$ cat config.mk
export PLATFORM = sky130hd
export DESIGN_NAME = regfile_arbiter
export DESIGN_NICKNAME = d
export VERILOG_FILES = /design/src/rtl/regfile_arbiter.sv
export SDC_FILE = /design/constraint.sdc
export NUM_CORES = 1
export LEC_CHECK = 0
export CORE_MARGIN = 5
export CORE_UTILIZATION = 18
export CTS_CLUSTER_SIZE = 12
export DETAILED_ROUTE_END_ITERATION = 8
export PLACE_DENSITY = 0.75
export SETUP_SLACK_MARGIN = 0.02
export SLEW_MARGIN = 15
export SYNTH_ARGS = -nofsm -noshare
export SYNTH_HDL_FRONTEND = slang
export SYNTH_SLANG_ARGS = --single-unit
$ cat constraint.sdc
create_clock -name clk -period 1.71 [get_ports clk]
set_clock_uncertainty 0.15 [all_clocks]
set_input_delay 0.4275 -clock clk [delete_from_list [all_inputs] [get_ports clk]]
set_output_delay 0.4275 -clock clk [all_outputs]
set_load 0.03 [all_outputs]
$ cat src/rtl/regfile_arbiter.sv
`default_nettype none
// ============================================================================
// Module   : regfile_arbiter
// Brief    : Two-client arbiter in front of an 8x8 register file, with a
//            one-cycle tagged read response returned to the granted client.
// Revision : 1.0 - initial release
// ============================================================================
module regfile_arbiter #(
    parameter int RR_ENABLE = 1
) (
    input  logic       clk,
    input  logic       rst,

    input  logic       c0_valid,
    output logic       c0_ready,
    input  logic       c0_we,
    input  logic [2:0] c0_rs1,
    input  logic [2:0] c0_rs2,
    input  logic [2:0] c0_rd,
    input  logic [7:0] c0_wdata,
    output logic       c0_rsp_valid,

    input  logic       c1_valid,
    output logic       c1_ready,
    input  logic       c1_we,
    input  logic [2:0] c1_rs1,
    input  logic [2:0] c1_rs2,
    input  logic [2:0] c1_rd,
    input  logic [7:0] c1_wdata,
    output logic       c1_rsp_valid,

    output logic [7:0] rsp_data1,
    output logic [7:0] rsp_data2,

    output logic       rf_write_enable,
    output logic [2:0] rf_write_reg,
    output logic [7:0] rf_write_data,
    output logic [2:0] rf_read_reg1,
    output logic [2:0] rf_read_reg2,
    input  logic [7:0] rf_read_data1,
    input  logic [7:0] rf_read_data2
);

    // 1 when client 1 holds the most recent grant, so client 0 wins next contention
    logic r_last_grant;
    logic r_rsp_valid;
    logic r_rsp_id;

    logic w_c0_wins;
    logic w_grant0;
    logic w_grant1;

    always_comb begin
        w_c0_wins = (RR_ENABLE == 0) || r_last_grant;
        w_grant0  = !rst && c0_valid && (!c1_valid || w_c0_wins);
        w_grant1  = !rst && c1_valid && !w_grant0;
    end

    assign c0_ready = w_grant0;
    assign c1_ready = w_grant1;

    // Address/data follow client 0 when nothing is granted; only the enable matters then
    assign rf_read_reg1    = w_grant1 ? c1_rs1   : c0_rs1;
    assign rf_read_reg2    = w_grant1 ? c1_rs2   : c0_rs2;
    assign rf_write_reg    = w_grant1 ? c1_rd    : c0_rd;
    assign rf_write_data   = w_grant1 ? c1_wdata : c0_wdata;
    assign rf_write_enable = (w_grant0 && c0_we) || (w_grant1 && c1_we);

    always_ff @(posedge clk) begin
        if (rst) begin
            r_last_grant <= 1'b1;
            r_rsp_valid  <= 1'b0;
            r_rsp_id     <= 1'b0;
        end else begin
            r_rsp_valid <= w_grant0 || w_grant1;
            r_rsp_id    <= w_grant1;
            if (w_grant0 || w_grant1) begin
                r_last_grant <= w_grant1;
            end
        end
    end

    // Gating with rst drops a response still pending when reset arrives
    assign c0_rsp_valid = !rst && r_rsp_valid && !r_rsp_id;
    assign c1_rsp_valid = !rst && r_rsp_valid &&  r_rsp_id;
    assign rsp_data1    = rf_read_data1;
    assign rsp_data2    = rf_read_data2;

endmodule
`default_nettype wire

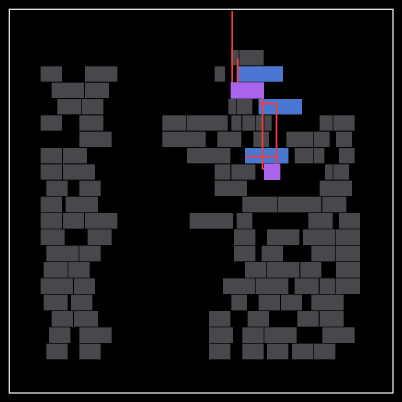
Figure 1: clock wires, drivers and flops.
Drawn at 6 px/µm.
legend:
  clock drivers:
    color: purple
    count: 3
  clock wires:
    color: red
    length: 56.8 µm
  flip-flops:
    color: blue
    count: 3
routed clock nets: 4
Worst-Skew Late Latency: 220 ps
Clock Power Share: 0.205
P_clk: 0.120 mW

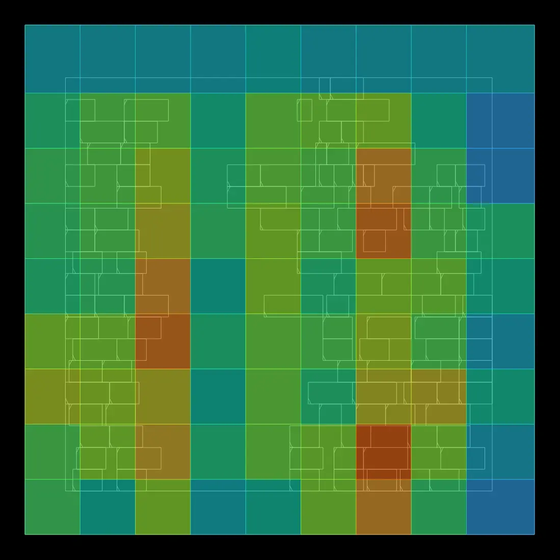
Figure 2: track usage over the die.
GRT met3 Usage: 0.0355
GRT Resource Usage Total: 0.0994
Wirelength per Cell: 14.5 µm
met2 Track Usage GR: 0.201

==> impl_metrics.py <==
# Generated from Yosys and OpenROAD reports
metrics = {
    "status": {
        "status": "complete, but fails checks",
        "violations": "negative setup slack",
    },
    "die": {
        "die-area_um2": 4060,
        "dieWidth_um": 63.7,
    },
    "setup_path": {
        "crit_type": "flip-flop to output port",
        "worst_r2r_endpoint": "r_last_grant$_SDFFE_PP1P_",
        "start_kind": "flip-flop",
        "cp.arrival_ps": 1660,
        "crit_fanout": 5,
        "crit_top_cell": "buf_12",
    },
    "yosys": {
        "ys_cells": 52,
        "syn_area_per_cell_um2": 9.99,
        "synthCells": 52,
        "edf_count": 0,
        "ff_type": "dfxtp_1",
        "mux_area_frac": 0.427,
        "ys_warn_count": 0,
    },
    "routing": {
        "viasPerCell": 4.23,
        "wirelength_mm": 2.07,
        "drt_iter0_drc": 8,
    },
    "finish": {
        "buffers": 74,
        "nNetsFinal": 169,
        "clkbuf_count": 4,
        "logic_area_um2": 374,
        "dominant-cell-class": "non-clock buffers",
        "num_antenna_cells": 0,
    },
    "flow_run": {
        "warning_count": 29,
    },
    "pwr": {
        "p_leak_nw": 0.578,
        "totalPowerFinal_mw": 0.585,
        "powerDensity_nw_per_um2": 456,
    },
    "clock_tree": {
        "cts_tree": "done",
        "path_clk_slew_ps": 40,
        "cts_root_buffer": "clkbuf_4",
        "ctsHoldBuffers": 0,
    },
    "global_route": {
        "met1_usage": 0.0863,
        "grt_pass1_wl_mm": 3.23,
    },
    "sta": {
        "finalSetupViolations": 19,
        "min_period_ps": 2240,
        "worst_slack_ps": -529,
    },
    "place": {
        "pre_cts_ws_ps": -1180,
    },
    "worst_hold_path": {
        "whs_endpoint": "r_rsp_valid$_SDFF_PP0_",
    },
}
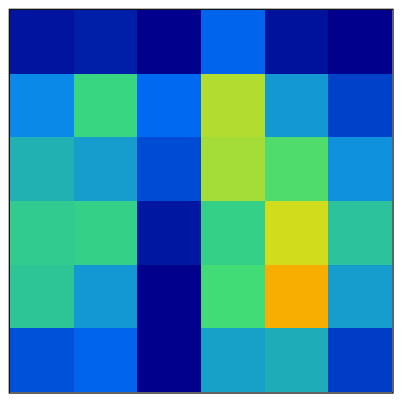
Figure 3: cell area per tile.
Drawn at 6 px/µm. 6 x 6 tiles, from dark blue (low) to red (high), 0 to 100% covered.
emptiest ninth of the die: north-east
tiles over 75% full: 2.8%
mean over tiles: 31%
fp_density: 0.188
core area: 2760 µm²

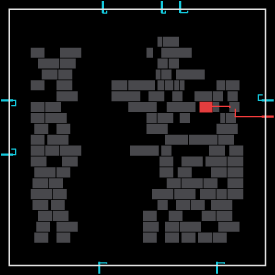
Figure 4: nets reached from selected ports.
Drawn at 4 px/µm.
legend:
  c1_rsp_valid:
    color: red
    bits: 1
    direction: output
    edge: east
    end_cells: 1
    buffers: 1
    wire: 13.8 µm
  rf_read_data1:
    color: cyan
    bits: 8
    direction: input
    edge: 3 north, 2 south, 2 west, 1 east
    end_cells: 0
    buffers: 0
    wire: 20.7 µm
# IOs: 94
PortBufs: 61

## cells in the final DEF, fill, tap and decap left out
cell,Yosys,routed
clkbuf_1,0,1
mux2_4,8,17
nor3b_1,2,1
buf_4,16,9
buf_8,0,1
clkdlybuf4s50_1,0,36
o2bb2ai_2,0,1
nand2b_1,2,2
nor3b_4,0,1
clkbuf_4,0,3
nor2_1,3,3
inv_2,0,1
dfxtp_2,0,1
nand2_4,0,1
o21ai_0,2,1
and3b_1,1,1
dfxtp_1,3,2
nor3b_2,1,1
buf_6,1,22
buf_2,0,2
buf_12,1,4
o21ai_4,0,1
## power by group
group	leakage [nW]	switching, mW	internal (mW)
clock	0.0150	0.0331	0.0872
combinational	0.538	0.153	0.233
sequential	0.0247	0.00307	0.0754
total	0.578	0.190	0.396
No activity file was given, so power comes from the tool's default toggle rates.
